`src/rtl/rs232_mem_ctrl.sv`:
```
// -----------------------------------------------------------------------------
// rs232_mem_ctrl
//   Byte-command controller between the RS232 UART and the 16 KiB memory macro.
//   Commands:  'W' AH AL D -> write, reply 'K'
//              'R' AH AL   -> read,  reply stored byte
//              other       -> reply '?'
//   Address is {AH[5:0], AL}; AH[7:6] are ignored.
//
// Ports
//   clk, rst          clock, synchronous active-high reset
//   rx_data/rx_valid  byte strobe from UART receiver
//   tx_ready          UART transmitter can accept a byte
//   tx_data/tx_start  response byte and its one-cycle start pulse
//   mem_addr/mem_write/mem_data_in  memory request (initiator side)
//   mem_data_out      registered read data from the memory
//   busy              high whenever a command is in progress
//   rx_overrun        one-cycle pulse: a byte was dropped
// -----------------------------------------------------------------------------
module rs232_mem_ctrl #(
    parameter int unsigned TIMEOUT_CYCLES = 1000000
) (
    input  logic        clk,
    input  logic        rst,
    input  logic [7:0]  rx_data,
    input  logic        rx_valid,
    input  logic        tx_ready,
    output logic [7:0]  tx_data,
    output logic        tx_start,
    output logic [13:0] mem_addr,
    output logic        mem_write,
    output logic [7:0]  mem_data_in,
    input  logic [7:0]  mem_data_out,
    output logic        busy,
    output logic        rx_overrun
);

    localparam logic [19:0] TMO     = 20'(TIMEOUT_CYCLES);
    localparam logic [7:0]  CMD_W   = 8'h57;
    localparam logic [7:0]  CMD_R   = 8'h52;
    localparam logic [7:0]  RSP_OK  = 8'h4B;
    localparam logic [7:0]  RSP_BAD = 8'h3F;

    typedef enum logic [3:0] {
        S_IDLE, S_ADDR_H, S_ADDR_L, S_DATA, S_WRITE,
        S_READ_REQ, S_READ_WAIT, S_SEND, S_SEND_WAIT
    } state_t;

    state_t      state_q;
    logic        is_write_q;
    logic        first_q;      // first SEND_WAIT cycle, tx_ready not yet trusted
    logic [19:0] tmo_q;
    logic [7:0]  tx_data_q;
    logic [13:0] mem_addr_q;
    logic [7:0]  mem_data_in_q;
    logic        mem_write_q;
    logic        rx_overrun_q;

    // States in which an incoming byte cannot be consumed.
    logic no_accept;
    assign no_accept = (state_q == S_WRITE)     || (state_q == S_READ_REQ) ||
                       (state_q == S_READ_WAIT) || (state_q == S_SEND)     ||
                       (state_q == S_SEND_WAIT);

    always_ff @(posedge clk) begin
        if (rst) begin
            state_q       <= S_IDLE;
            is_write_q    <= 1'b0;
            first_q       <= 1'b0;
            tmo_q         <= '0;
            tx_data_q     <= '0;
            mem_addr_q    <= '0;
            mem_data_in_q <= '0;
            mem_write_q   <= 1'b0;
            rx_overrun_q  <= 1'b0;
        end else begin
            mem_write_q  <= 1'b0;
            rx_overrun_q <= rx_valid && no_accept;
            case (state_q)
                S_IDLE: begin
                    if (rx_valid) begin
                        if (rx_data == CMD_W || rx_data == CMD_R) begin
                            is_write_q <= (rx_data == CMD_W);
                            tmo_q      <= '0;
                            state_q    <= S_ADDR_H;
                        end else begin
                            tx_data_q <= RSP_BAD;
                            state_q   <= S_SEND;
                        end
                    end
                end
                // In the byte-collecting states an arriving byte wins over
                // a timeout firing in the same cycle.
                S_ADDR_H: begin
                    if (rx_valid) begin
                        mem_addr_q[13:8] <= rx_data[5:0];
                        tmo_q            <= '0;
                        state_q          <= S_ADDR_L;
                    end else if (tmo_q == TMO) begin
                        state_q <= S_IDLE;
                    end else begin
                        tmo_q <= tmo_q + 20'd1;
                    end
                end
                S_ADDR_L: begin
                    if (rx_valid) begin
                        mem_addr_q[7:0] <= rx_data;
                        tmo_q           <= '0;
                        state_q         <= is_write_q ? S_DATA : S_READ_REQ;
                    end else if (tmo_q == TMO) begin
                        state_q <= S_IDLE;
                    end else begin
                        tmo_q <= tmo_q + 20'd1;
                    end
                end
                S_DATA: begin
                    if (rx_valid) begin
                        mem_data_in_q <= rx_data;
                        mem_write_q   <= 1'b1;   // high exactly during WRITE
                        tmo_q         <= '0;
                        state_q       <= S_WRITE;
                    end else if (tmo_q == TMO) begin
                        state_q <= S_IDLE;
                    end else begin
                        tmo_q <= tmo_q + 20'd1;
                    end
                end
                S_WRITE: begin
                    tx_data_q <= RSP_OK;
                    state_q   <= S_SEND;
                end
                // Address is already stable; memory samples it at the end
                // of this cycle and presents data during READ_WAIT.
                S_READ_REQ:  state_q <= S_READ_WAIT;
                S_READ_WAIT: begin
                    tx_data_q <= mem_data_out;
                    state_q   <= S_SEND;
                end
                S_SEND: begin
                    if (tx_ready) begin
                        first_q <= 1'b1;
                        state_q <= S_SEND_WAIT;
                    end
                end
                S_SEND_WAIT: begin
                    first_q <= 1'b0;
                    if (!first_q && tx_ready) state_q <= S_IDLE;
                end
                default: state_q <= S_IDLE;
            endcase
        end
    end

    // tx_start is qualified by tx_ready in the same cycle so a start is never
    // issued to a transmitter that is not ready.
    assign tx_start    = (state_q == S_SEND) && tx_ready;
    assign busy        = (state_q != S_IDLE);
    assign tx_data     = tx_data_q;
    assign mem_addr    = mem_addr_q;
    assign mem_write   = mem_write_q;
    assign mem_data_in = mem_data_in_q;
    assign rx_overrun  = rx_overrun_q;

endmodule
```
`config.mk`:
```
export PLATFORM = sky130hd
export DESIGN_NAME = rs232_mem_ctrl
export DESIGN_NICKNAME = d
export VERILOG_FILES = /design/src/rtl/rs232_mem_ctrl.sv
export SDC_FILE = /design/constraint.sdc
export NUM_CORES = 1
export LEC_CHECK = 0
export CORE_ASPECT_RATIO = 0.9
export CORE_MARGIN = 2
export CORE_UTILIZATION = 48
export CTS_BUF_LIST = sky130_fd_sc_hd__clkbuf_16
export CTS_CLUSTER_DIAMETER = 200
export DETAILED_ROUTE_END_ITERATION = 12
export HOLD_SLACK_MARGIN = 0.15
export PLACE_DENSITY = 0.75
export RECOVER_POWER = 50
export SETUP_SLACK_MARGIN = 0.02
export SLEW_MARGIN = 0
export SYNTH_ARGS = -nofsm -noshare
export SYNTH_HDL_FRONTEND = slang
export SYNTH_SLANG_ARGS = --single-unit
```
`constraint.sdc`:
```
create_clock -name clk -period 4.8 [get_ports clk]
set_clock_uncertainty 0.2 [all_clocks]
set_input_delay 0.96 -clock clk [delete_from_list [all_inputs] [get_ports clk]]
set_output_delay 0.96 -clock clk [all_outputs]
set_load 0.05 [all_outputs]
```
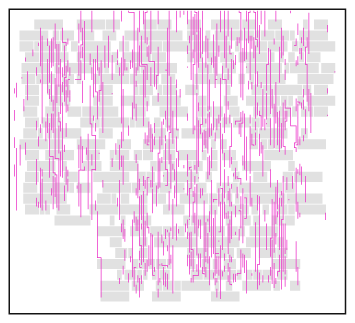
m2.png
(4 px per um) Cells faint in the background.
- nets with wire on the layer: 318
- longest straight run: 25.8 um
- share of all routed wire: 45%
Total Routed Length: 6.668 mm
via count: 2532
met2 global-route usage: 0.3262

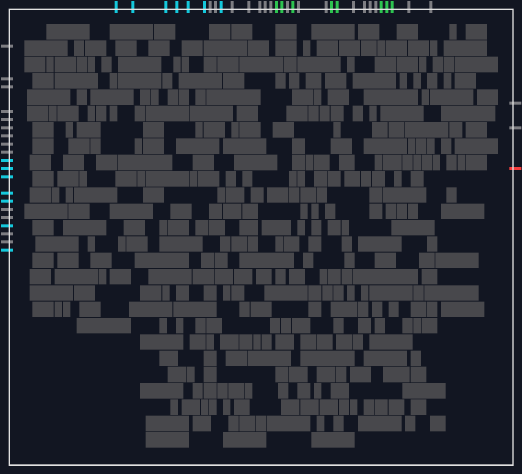
pinout.png
(6 px per um) Pins as bars across the die edge, other pins in grey.
- green: mem_data_out (pins 8; direction input; edge top)
- cyan: mem_addr (pins 14; direction output; edge 7 top, 7 left)
- red: tx_start (pins 1; direction output; edge right)
port bufs: 53
vertical die dimension: 75.73 um

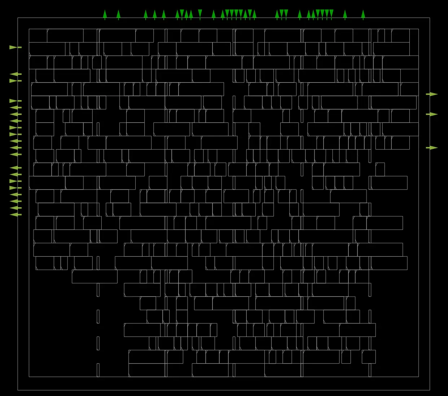
placed.png
number of well taps: 70
Layout Cells excl Fill: 442
Flops: 58

==> out/qor.txt <==
run status -> complete, no violations
arrival time of the worst setup path -> 2.63 ns
most frequent cells in the layout -> 58 x sky130_fd_sc_hd__dfxtp_1, 36 x sky130_fd_sc_hd__nor2_1, 35 x sky130_fd_sc_hd__dlygate4sd3_1, 28 x sky130_fd_sc_hd__a21oi_1, 21 x sky130_fd_sc_hd__nand2_1
power share of the sequential group -> 0.328
multi-input gate area in the final layout -> 1420 um^2
fin crit period -> 3.794 ns
clock tree buffer count of the final layout -> 9
Adder Area Share -> 0.009120
hold path cells -> 2
flop and latch count out of synthesis -> 58
Main synth FF type -> sky130_fd_sc_hd__dfxtp_1
top layer used by detailed routing -> met4
Top Usage Layer GRT -> met2
warning count from the yosys run -> 0
setup repair bufs after CTS -> 0
synthesized netlist net count -> 345
share of the synthesized netlist area taken by xor and xnor gates -> 0.01915
leakage power summed over all cells -> 1.317 nW
register-to-register setup slack -> 2.23 ns
highest attainable clock frequency -> 263.6 MHz
vias per inst -> 5.729
required time worst endpoint -> 3.64 ns
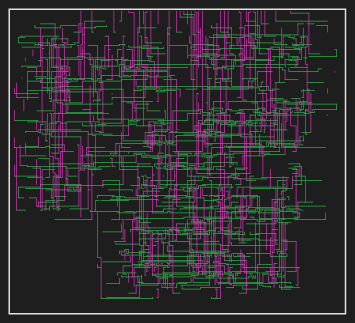
layers.png
(4 px per um) Two of the layers only.
- green: M1 (wire length 3200 um)
- magenta: M2 (wire length 2990 um)
routed len/inst: 15.09 um
global-route usage over all layers: 0.2151

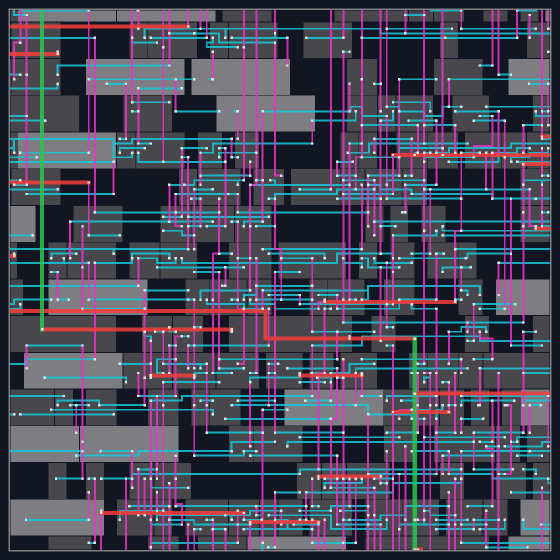
closeup.png
Region (22, 18) to (62, 58) um. Cells in grey, sequential cells in the stronger grey; small squares are vias.
- magenta: M2
- red: M3
- cyan: M1
- green: M4
- netlist names of flops here include: tmo_q (6), mem_addr (3)
- most frequent: dfxtp_1 (11), a21oi_1 (10)
- sequential cells in the window: 11
- cells with their middle in the window: 127

Power figures rest on the tool's default switching activity, not on a simulated workload.
